sizing.png
Bar = 20 um.
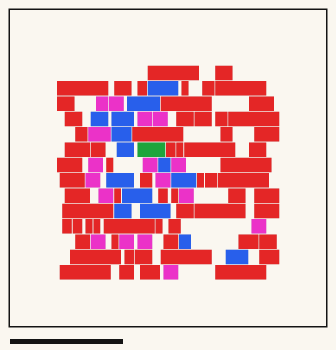
m3.png
Bar = 20 um.
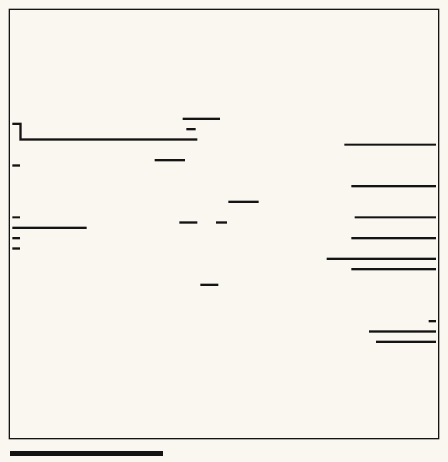
layers.png
Bar = 20 um.
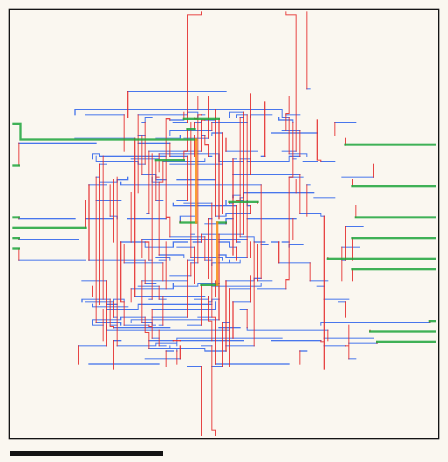
placed.png
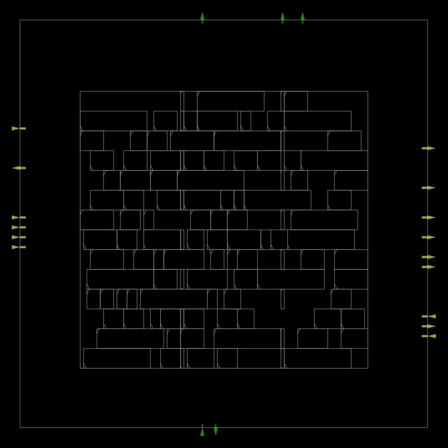
$ cat config.mk
export PLATFORM = sky130hd
export DESIGN_NAME = mux4_rr_sampler
export DESIGN_NICKNAME = d
export VERILOG_FILES = /design/src/rtl/mux4_rr_sampler.sv
export SDC_FILE = /design/constraint.sdc
export NUM_CORES = 1
export LEC_CHECK = 0
export ABC_CLOCK_PERIOD_IN_PS = 1700
export CORE_MARGIN = 8
export CORE_UTILIZATION = 45
export DETAILED_ROUTE_END_ITERATION = 16
export PLACE_DENSITY_LB_ADDON = 0.15
export SYNTH_ARGS = -nofsm -noshare
export SYNTH_HDL_FRONTEND = slang
export SYNTH_SLANG_ARGS = --single-unit
$ cat constraint.sdc
create_clock -name clk_i -period 1.7 [get_ports clk_i]
set_clock_uncertainty 0.1 [all_clocks]
set_input_delay 0.425 -clock clk_i [delete_from_list [all_inputs] [get_ports clk_i]]
set_output_delay 0.425 -clock clk_i [all_outputs]
set_load 0.01 [all_outputs]
$ cat src/rtl/mux4_rr_sampler.sv
// mux4_rr_sampler: round-robin sampler driving the select lines of an external 4:1 mux.
// Ports:
//   clk_i, rst_ni      - clock and asynchronous active-low reset
//   req_i[3:0]         - per-channel sample requests (level)
//   y_i                - output of the downstream mux cell selected by s_o
//   ready_i            - consumer accepts data_o while valid_o is high
//   s_o[1:0]           - registered mux select (s_o[0] first level, s_o[1] second level)
//   gnt_o[3:0]         - registered one-hot grant of the channel being sampled
//   valid_o, data_o    - registered sample of y_i and its qualifier
//   ack_o[3:0]         - one-cycle one-hot pulse after a completed transfer
module mux4_rr_sampler (
    input  logic       clk_i,
    input  logic       rst_ni,
    input  logic [3:0] req_i,
    input  logic       y_i,
    input  logic       ready_i,
    output logic [1:0] s_o,
    output logic [3:0] gnt_o,
    output logic       valid_o,
    output logic       data_o,
    output logic [3:0] ack_o
);

    localparam logic [1:0] IDLE   = 2'd0;
    localparam logic [1:0] SETTLE = 2'd1;
    localparam logic [1:0] HOLD   = 2'd2;

    logic [1:0] state_q, state_d;
    logic [1:0] ptr_q, ptr_d;
    logic [1:0] s_q, s_d;
    logic [3:0] gnt_q, gnt_d;
    logic       valid_q, valid_d;
    logic       data_q, data_d;
    logic [3:0] ack_q, ack_d;

    logic [1:0] pick_idx;
    logic       pick_vld;

    // First requesting channel scanning ptr, ptr+1, ... with 2-bit wrap.
    always_comb begin : pick_c
        logic [1:0] cand;
        cand     = '0;
        pick_idx = '0;
        pick_vld = 1'b0;
        for (int i = 0; i < 4; i++) begin
            cand = ptr_q + 2'(i);
            if (!pick_vld && req_i[cand]) begin
                pick_idx = cand;
                pick_vld = 1'b1;
            end
        end
    end

    always_comb begin
        state_d = state_q;
        ptr_d   = ptr_q;
        s_d     = s_q;
        gnt_d   = gnt_q;
        valid_d = valid_q;
        data_d  = data_q;
        ack_d   = '0;
        unique case (state_q)
            IDLE: begin
                gnt_d = '0;
                if (pick_vld) begin
                    s_d     = pick_idx;
                    gnt_d   = 4'b0001 << pick_idx;
                    state_d = SETTLE;
                end
            end
            // One cycle for the mux path to settle before capturing y_i.
            SETTLE: begin
                data_d  = y_i;
                valid_d = 1'b1;
                state_d = HOLD;
            end
            HOLD: begin
                if (ready_i) begin
                    valid_d = 1'b0;
                    gnt_d   = '0;
                    ack_d   = gnt_q;
                    ptr_d   = s_q + 2'd1;
                    state_d = IDLE;
                end
            end
            default: begin
                state_d = IDLE;
                gnt_d   = '0;
                valid_d = 1'b0;
            end
        endcase
    end

    always_ff @(posedge clk_i or negedge rst_ni) begin
        if (!rst_ni) begin
            state_q <= IDLE;
            ptr_q   <= '0;
            s_q     <= '0;
            gnt_q   <= '0;
            valid_q <= 1'b0;
            data_q  <= 1'b0;
            ack_q   <= '0;
        end else begin
            state_q <= state_d;
            ptr_q   <= ptr_d;
            s_q     <= s_d;
            gnt_q   <= gnt_d;
            valid_q <= valid_d;
            data_q  <= data_d;
            ack_q   <= ack_d;
        end
    end

    assign s_o     = s_q;
    assign gnt_o   = gnt_q;
    assign valid_o = valid_q;
    assign data_o  = data_q;
    assign ack_o   = ack_q;

endmodule

==> flow_summary_export.csv <==
group,metric,value,unit
run_status,status,"finished clean",
worst_setup_path,critPathArrivalTime,1.00,ns
run,max-cap-violations,0,
timing,rsz0062_at_grt,"no",
yosys,ys_seq_share,55.5,%
worst_setup_path,path_cells,"dlygate4sd2_1",
worst_setup_path,max_stage_delay,0.41,ns
timing,fmax,0.657,GHz
worst_setup_path,reg2regPathDepth,3,
yosys,netlist_top_cells_area,"dfrtp_1, nand2_1, and2_1",
die,die_w,56.1,um
cells_and_area,antennaDiodeCount,0,
power_and_ir_drop,peakVddDrop,0.000899,V
timing,finalSetupViolations,0,
detailed_routing,via_per_inst,5.36,
global_routing,grt_pass1_vias,614,
worst_setup_path,worst_setup_path_end_kind,"primary output",
die,core,1510,um^2
yosys,yosysMostFrequentCell,"dfrtp_1",
global_routing,antenna_found_initial,0,
yosys,synth-async-reset-ratio,100,%
clock_network,clk_path_buf_depth,2,
timing,hold_viol,0,
place,place.gp.congestion,0.773,
cells_and_area,logic_area,334,um^2
place,numPortBuffers,19,
timing,finalClockPeriodUsage,89.5,%
place,place_worst_setup_slack,-0.287,ns
detailed_routing,vias,606,
worst_setup_path,cp_top_family,"flip-flops",
yosys,synth-edff-count,0,
power_and_ir_drop,power,0.00165,W
worst_setup_path,r2r_slack,0.18,ns
yosys,synth_cell_type_count,31,
clock_network,numCtsBuffers,3,
worst_setup_path,crit_buf_inv,1,
worst_setup_path,worst_setup_path_start_kind,"flip-flop",
worst_setup_path,worst-path-max-fanout,3,
yosys,ys_ff,16,
cells_and_area,nets,106,
die,io_pins,20,
cells_and_area,drive_gt1_share,33.0,%
detailed_routing,drt_iter0_drc,9,
clock_network,cts_sinks,16,
yosys,synth_area_per_cell,11.5,um^2
yosys,netlist.area_leader.share,55.5,%
clock_network,cts_htree_levels,1,
timing,min_period,1.52,ns
worst_setup_path,critical-path-slowest-cell,"dfrtp_1",
detailed_routing,totalWireLength,1760,um
yosys,postSynthCellCount,63,
power_and_ir_drop,p_leak,0.616,nW
worst_setup_path,critPathKind,"flip-flop to primary output",
detailed_routing,wire_per_inst,15.6,um
power_and_ir_drop,power_density,1510,nW/um^2
die,initial_utilization,47.9,%
clock_network,cts_root_buffer,"clkbuf_4",
timing,drv_slew,0,
timing,relSlewSlack,82.3,%
global_routing,grt_max_degree,17,
timing,worst_pin_slew,0.265,ns
cells_and_area,regArea,400,um^2
die,die_h,56.1,um
detailed_routing,postRouteAntennaNets,0,
yosys,synth_nets,71,
global_routing,grt_remaining_overflow,0,
global_routing,grt_usage,10.7,%
die,fp.dieArea,3140,um^2
## Picture notes: sizing.png
Key: red = x1 and smaller [cells 65, share 67%, most used dfrtp_1]; green = x6 and larger [cells 1, share 1.0%, most used clkbuf_8]; magenta = x3 and x4 [cells 17, share 18%, most used buf_4]; blue = x2 [cells 14, share 14%]
post-route cell area: 1090 um^2
bufs w/o clock: 31
post-route setup slack: 0.179 ns
Layout area overhead: 51.1%

## Picture notes: m3.png
The wires run mostly horizontal. The layer holds 8.1% of the routed length. The layer carries 142 um of wire. 19 nets have wire on it. The longest straight run is 23.0 um.

## Picture notes: layers.png
Key: blue = M1 [wire length 763 um]; red = M2 [wire length 834 um]; green = M3 [wire length 142 um]; orange = M4 [wire length 19.0 um]

## Picture notes: placed.png
Finished Layout Cells: 113
Tapcell Cnt: 16
FILL cells: 118
std cell rows: 14

-- through the flow --
step	std cells	hold slack [ns]	utilization (%)	TNS [ns]
after detailed placement	108	0.376	67.1	-1.34
final	113	0.348	72.4	0
after global routing	113	0.365	72.4	0
after global placement	108	0.359	67.1	-1.16
after CTS	113	0.353	69.4	0
after floorplan	63	0.0294	-	0
-- cells by family after synthesis --
kind of cell | share of synthesized area, %
and+or+nand+nor | 19.6
DFF | 55.5
AOI/OAI and AO/OA | 17.3
muxes | 4.51
buffers and inverters | 1.91
xor gates and xnor gates | 1.21
-- path summary, 6_finish.rpt --
path                             from        to
setup reg to reg           state_q[0]    s_o[0]
hold / removal                 rst_ni  ack_o[1]
setup / recovery               s_o[1]    s_o[1]
min in group clk_i            valid_o   valid_o
max in group asynchronous      rst_ni  gnt_o[3]
hold reg to reg               valid_o   valid_o
-- where the power goes --
part           internal (W)  switching [W]  leakage [nW]
combinational      0.000403       0.000348         0.389
clock              0.000130       0.000126        0.0210
sequential         0.000512       0.000132         0.207
total               0.00105       0.000606         0.616
-- state kept, by name, summed over array words and instances (netlist names) --
register and cells:
ack_o 4, data_o 1, gnt_o 4, ptr_q 2, s_o 2, state_q 2
valid_o 1
-- area by class of cell --
class                   instances  area share [%]
clock buffers                   4            3.33
well taps                      16            1.83
multi-input cells              44            30.6
inverters                       2           0.917
flip-flops and latches         16            36.7
repair buffers                 31            26.6
-- cell usage in the layout (no fill, tap or decap), types with 2 or more instances in the layout --
master,Yosys,routed
clkbuf_4,0,3
dlymetal6s2s_1,0,8
dfrtp_1,16,16
dlygate4sd2_1,0,8
mux2_2,2,2
a21oi_1,2,2
nor2_1,3,2
buf_4,0,12
nand2_1,7,7
o2bb2ai_2,1,2
and2_1,4,4
o21ai_0,4,4
clkdlybuf4s50_1,0,3
-- per-layer routing --
layer / track usage (%) / vias to the layer above / part of all wire [%]
met3: 4.79 / 4 / 8.0
met1: 12.2 / 289 / 43
met2: 17.0 / 25 / 47
met4: 4.12 / 0 / 1.1
li1: - / 288 / -
met5: 0 / - / 0
-- repair_timing --
item | in CTS | in global routing
hold buffers | 0 | 0
setup buffers | 1 | 0
endpoints found under the setup margin | 8 | 9
gates cloned | 0 | 0
gates resized | 8 | 14
pin swaps | 0 | 1
Power and IR drop assume default switching activity.
